==> images/layer_met2.png <==
(4 px per µm)
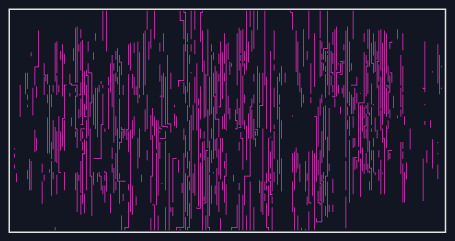
==> images/cell_density.png <==
(4 px per µm) The die is cut into 11 by 6 equal tiles; black is low, pale yellow is high, 0 to 100% covered.
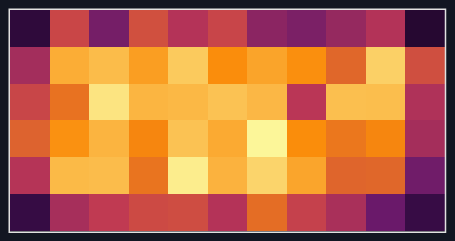
==> images/flops_by_reg.png <==
(4 px per µm)
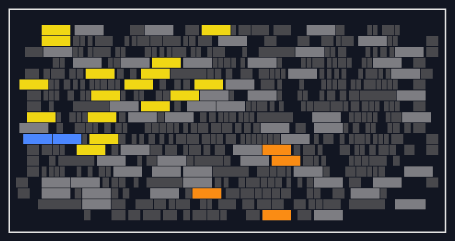
==> images/power_grid.png <==
(4 px per µm) Pins as bars on the die edge.
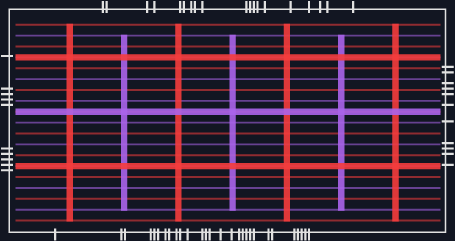
File: src/rtl/axis_stream_packer.sv
// rtl/axis_stream_packer.sv - packs a byte stream into n-byte AXI4-Stream beats
//
// Purpose: collects producer bytes into an n-lane pack register, then moves each
// completed pack into a held AXI4-Stream output beat with TID/TDEST/TSTRB/TKEEP/TLAST.
// Ports:
//   Aclk, Arst            clock, synchronous active-high reset
//   in_valid/in_ready     producer byte handshake; in_byte/in_last/in_id/in_dest payload
//   Tvalid/Tready         output beat handshake; Tdata/Tstrb/Tkeep/Tlast/Tid/Tdest payload
//   pkt_count             number of completed packets (Tlast handshakes), wraps
module axis_stream_packer #(
  parameter int n = 2,
  parameter int i = 4,
  parameter int d = 4
) (
  input  logic             Aclk,
  input  logic             Arst,
  input  logic             in_valid,
  output logic             in_ready,
  input  logic [7:0]       in_byte,
  input  logic             in_last,
  input  logic [i-1:0]     in_id,
  input  logic [d-1:0]     in_dest,
  output logic             Tvalid,
  input  logic             Tready,
  output logic [8*n-1:0]   Tdata,
  output logic [n-1:0]     Tstrb,
  output logic [n-1:0]     Tkeep,
  output logic             Tlast,
  output logic [i-1:0]     Tid,
  output logic [d-1:0]     Tdest,
  output logic [15:0]      pkt_count
);

  localparam int LW = (n > 1) ? $clog2(n) : 1;

  typedef enum logic {IDLE, IN_PKT} state_t;

  state_t           state_q, state_d;
  logic [LW-1:0]    lane_q, lane_d;
  logic [8*n-1:0]   pack_data_q, pack_data_d;
  logic [n-1:0]     pack_keep_q, pack_keep_d;
  logic             pack_last_q, pack_last_d;
  logic             pack_complete_q, pack_complete_d;
  logic [i-1:0]     id_q, id_d;
  logic [d-1:0]     dest_q, dest_d;

  logic             tvalid_q, tvalid_d;
  logic [8*n-1:0]   tdata_q, tdata_d;
  logic [n-1:0]     tkeep_q, tkeep_d;
  logic             tlast_q, tlast_d;
  logic [i-1:0]     tid_q, tid_d;
  logic [d-1:0]     tdest_q, tdest_d;
  logic [15:0]      pkt_count_q, pkt_count_d;

  logic accept;
  logic move;

  // A completed pack blocks further input until it has moved to the output.
  assign in_ready = !pack_complete_q && !Arst;
  assign accept   = in_valid && in_ready;
  assign move     = pack_complete_q && (!tvalid_q || Tready);

  always_comb begin
    state_d         = state_q;
    lane_d          = lane_q;
    pack_data_d     = pack_data_q;
    pack_keep_d     = pack_keep_q;
    pack_last_d     = pack_last_q;
    pack_complete_d = pack_complete_q;
    id_d            = id_q;
    dest_d          = dest_q;
    tvalid_d        = tvalid_q;
    tdata_d         = tdata_q;
    tkeep_d         = tkeep_q;
    tlast_d         = tlast_q;
    tid_d           = tid_q;
    tdest_d         = tdest_q;
    pkt_count_d     = pkt_count_q;

    // accept and move are mutually exclusive: accept needs pack_complete_q low.
    if (accept) begin
      pack_data_d[lane_q*8 +: 8] = in_byte;
      pack_keep_d[lane_q]        = 1'b1;
      if (state_q == IDLE) begin
        id_d   = in_id;
        dest_d = in_dest;
      end
      if (in_last || (lane_q == LW'(n - 1))) begin
        pack_complete_d = 1'b1;
        pack_last_d     = in_last;
        lane_d          = '0;
      end else begin
        lane_d = lane_q + 1'b1;
      end
      state_d = in_last ? IDLE : IN_PKT;
    end

    if (move) begin
      tvalid_d        = 1'b1;
      tdata_d         = pack_data_q;
      tkeep_d         = pack_keep_q;
      tlast_d         = pack_last_q;
      tid_d           = id_q;
      tdest_d         = dest_q;
      pack_complete_d = 1'b0;
      // Clear the pack so unused lanes of the next beat read as zero.
      pack_data_d     = '0;
      pack_keep_d     = '0;
      pack_last_d     = 1'b0;
    end else if (tvalid_q && Tready) begin
      tvalid_d = 1'b0;
    end

    if (tvalid_q && Tready && tlast_q) begin
      pkt_count_d = pkt_count_q + 16'd1;
    end
  end

  always_ff @(posedge Aclk) begin
    if (Arst) begin
      state_q         <= IDLE;
      lane_q          <= '0;
      pack_data_q     <= '0;
      pack_keep_q     <= '0;
      pack_last_q     <= 1'b0;
      pack_complete_q <= 1'b0;
      id_q            <= '0;
      dest_q          <= '0;
      tvalid_q        <= 1'b0;
      tdata_q         <= '0;
      tkeep_q         <= '0;
      tlast_q         <= 1'b0;
      tid_q           <= '0;
      tdest_q         <= '0;
      pkt_count_q     <= '0;
    end else begin
      state_q         <= state_d;
      lane_q          <= lane_d;
      pack_data_q     <= pack_data_d;
      pack_keep_q     <= pack_keep_d;
      pack_last_q     <= pack_last_d;
      pack_complete_q <= pack_complete_d;
      id_q            <= id_d;
      dest_q          <= dest_d;
      tvalid_q        <= tvalid_d;
      tdata_q         <= tdata_d;
      tkeep_q         <= tkeep_d;
      tlast_q         <= tlast_d;
      tid_q           <= tid_d;
      tdest_q         <= tdest_d;
      pkt_count_q     <= pkt_count_d;
    end
  end

  assign Tvalid    = tvalid_q;
  assign Tdata     = tdata_q;
  assign Tkeep     = tkeep_q;
  assign Tstrb     = tkeep_q;
  assign Tlast     = tlast_q;
  assign Tid       = tid_q;
  assign Tdest     = tdest_q;
  assign pkt_count = pkt_count_q;

endmodule

File: config.mk
export PLATFORM = sky130hd
export DESIGN_NAME = axis_stream_packer
export DESIGN_NICKNAME = d
export VERILOG_FILES = /design/src/rtl/axis_stream_packer.sv
export SDC_FILE = /design/constraint.sdc
export NUM_CORES = 1
export LEC_CHECK = 0
export ABC_AREA = 1
export CORE_ASPECT_RATIO = 0.5
export CORE_UTILIZATION = 49
export CTS_CLUSTER_DIAMETER = 40
export CTS_CLUSTER_SIZE = 25
export DETAILED_ROUTE_END_ITERATION = 6
export PLACE_DENSITY = 0.82
export SYNTH_ARGS = -nofsm -noshare
export SYNTH_HDL_FRONTEND = slang
export SYNTH_SLANG_ARGS = --single-unit
File: constraint.sdc
create_clock -name Aclk -period 1.6 [get_ports Aclk]
set_input_delay 0.32 -clock Aclk [delete_from_list [all_inputs] [get_ports Aclk]]
set_output_delay 0.32 -clock Aclk [all_outputs]
set_load 0.02 [all_outputs]
==> git commit body <==
Refresh implementation metrics

- The leakage power in the latest report is 1.889 nW.
- Once detail routing completed, the nets flagged for antenna violations numbered 0.
* Total cell area reported by yosys after synthesis: 2790 µm²
- Per the gpl log, the routability congestion estimate is 0.8336.
* Number of enable-type register cells in the synthesized netlist: 0
* Clock tree from TritonCTS: done
- Outcome: finished clean
- Syn nets: 386
- Root Buffer Master: sky130_fd_sc_hd__clkbuf_16
* Top-area cell share: 53.09%
* Summed negative setup slack over all endpoints: 0 ps
* Multiplexer share of the synthesized area: 0%
- The arrival time of data at the worst endpoint is listed as 1210 ps.
- sky130_fd_sc_hd__dfxtp_1 takes more of the synthesized area than any other cell.
- Count of buffers inserted at the top-level ports: 67
- Core box area: 5202 µm²
- Derived from the worst setup path, the maximum achievable clock frequency is 652.3 MHz.
- Commonest non-fill, non-tap cells in the layout: sky130_fd_sc_hd__nor2_1, sky130_fd_sc_hd__dfxtp_1, sky130_fd_sc_hd__o21ai_0
- Total via count in the routed design: 2608
- The floorplan report gives the top-level pin count as 68.
* Share of the yosys chip area belonging to registers: 53.09%
- The filler cells instantiated in the layout total 398.
- Vert. Die Dim: 55.36 µm
- Pwr dens: 1172 nW/µm²
- Detailed placement ended at an HPWL of 4753 µm.
- In this run the cell area measured after placement is 3603 µm².
- Endpoint type of the worst setup path: output port
- CTS Buf Count: 9
* Number of buffers inserted by post-CTS setup repair: 0
* Cell with the most instances after synthesis: sky130_fd_sc_hd__nor2_1
## Picture notes: layer_met2.png
longest straight run = 31.6 µm
nets with wire on the layer = 394
wire length on this layer = 3490 µm
main direction = vertical
share of all routed wire = 52%

## Picture notes: cell_density.png
fullest tile = 98%
mean over tiles = 63%
tiles over 75% full = 41%

## Picture notes: flops_by_reg.png
yellow -> `pack_data_q`  # sequential cells 16
orange -> `dest_q`  # sequential cells 4, where bottom middle
blue -> `pack_keep_q`  # sequential cells 2
not colored = 52

## Picture notes: power_grid.png
red -> VSS
purple -> VDD
met1 rails = 19
met5 straps = 3
met4 straps = 7

==> per-layer routing <==
| layer | wire length (µm) | GRT usage [%] | vias up |
|---|---|---|---|
| li1 | - | - | 1327 |
| met1 | 2945 | 27.04 | 1211 |
| met2 | 3486 | 43.49 | 65 |
| met3 | 294 | 7.674 | 5 |
| met4 | 25 | 8.301 | 0 |
| met5 | 0 | 0 | - |
==> what timing repair did <==
action,CTS,global route
gates resized,37,11
pin swaps,0,0
endpoints found under the setup margin,37,11
==> final timing paths <==
kind           startpoint      endpoint  slack (ps)  depth (start not counted)
max reg2reg  pkt_count[1]  pkt_count[8]         150                          9
max                  Arst      in_ready          70                          3
min               id_q[1]        Tid[1]         450                          2
min reg2reg       id_q[1]        Tid[1]         450                          2
==> state kept, by name, indices dropped and copies added (netlist names), 2 cells and up <==
register and flops:
Tkeep 2, Tdata 16, pack_keep_q 2, id_q 4, pkt_count 16, Tid 4, Tdest 4, dest_q 4
pack_data_q 16
==> worst min-delay path: stages, from the launching register on <==
cell and delay (ps):
sky130_fd_sc_hd__dfxtp_1 290, sky130_fd_sc_hd__inv_1 60, sky130_fd_sc_hd__a21oi_1 60
==> through the flow <==
stage,hold slack (ps),instances
final,452.8,518
after global routing,486.4,518
after CTS,453.4,518
after detailed placement,444.5,502
after global placement,438.7,502
after floorplan,429.2,364
==> power by group <==
part | switching, mW | internal [mW]
sequential | 0.0573 | 1.96
combinational | 0.321 | 0.231
clock | 0.766 | 1.22
==> final cells by class <==
class,count,share of cell area [%]
sequential,74,38.15
inverter,35,3.381
clock buffer,9,5.795
tap,70,2.254
multi-input combinational,238,27.91
clock inverter,7,1.996
timing repair buffer,85,20.51
Power and IR drop assume default switching activity.
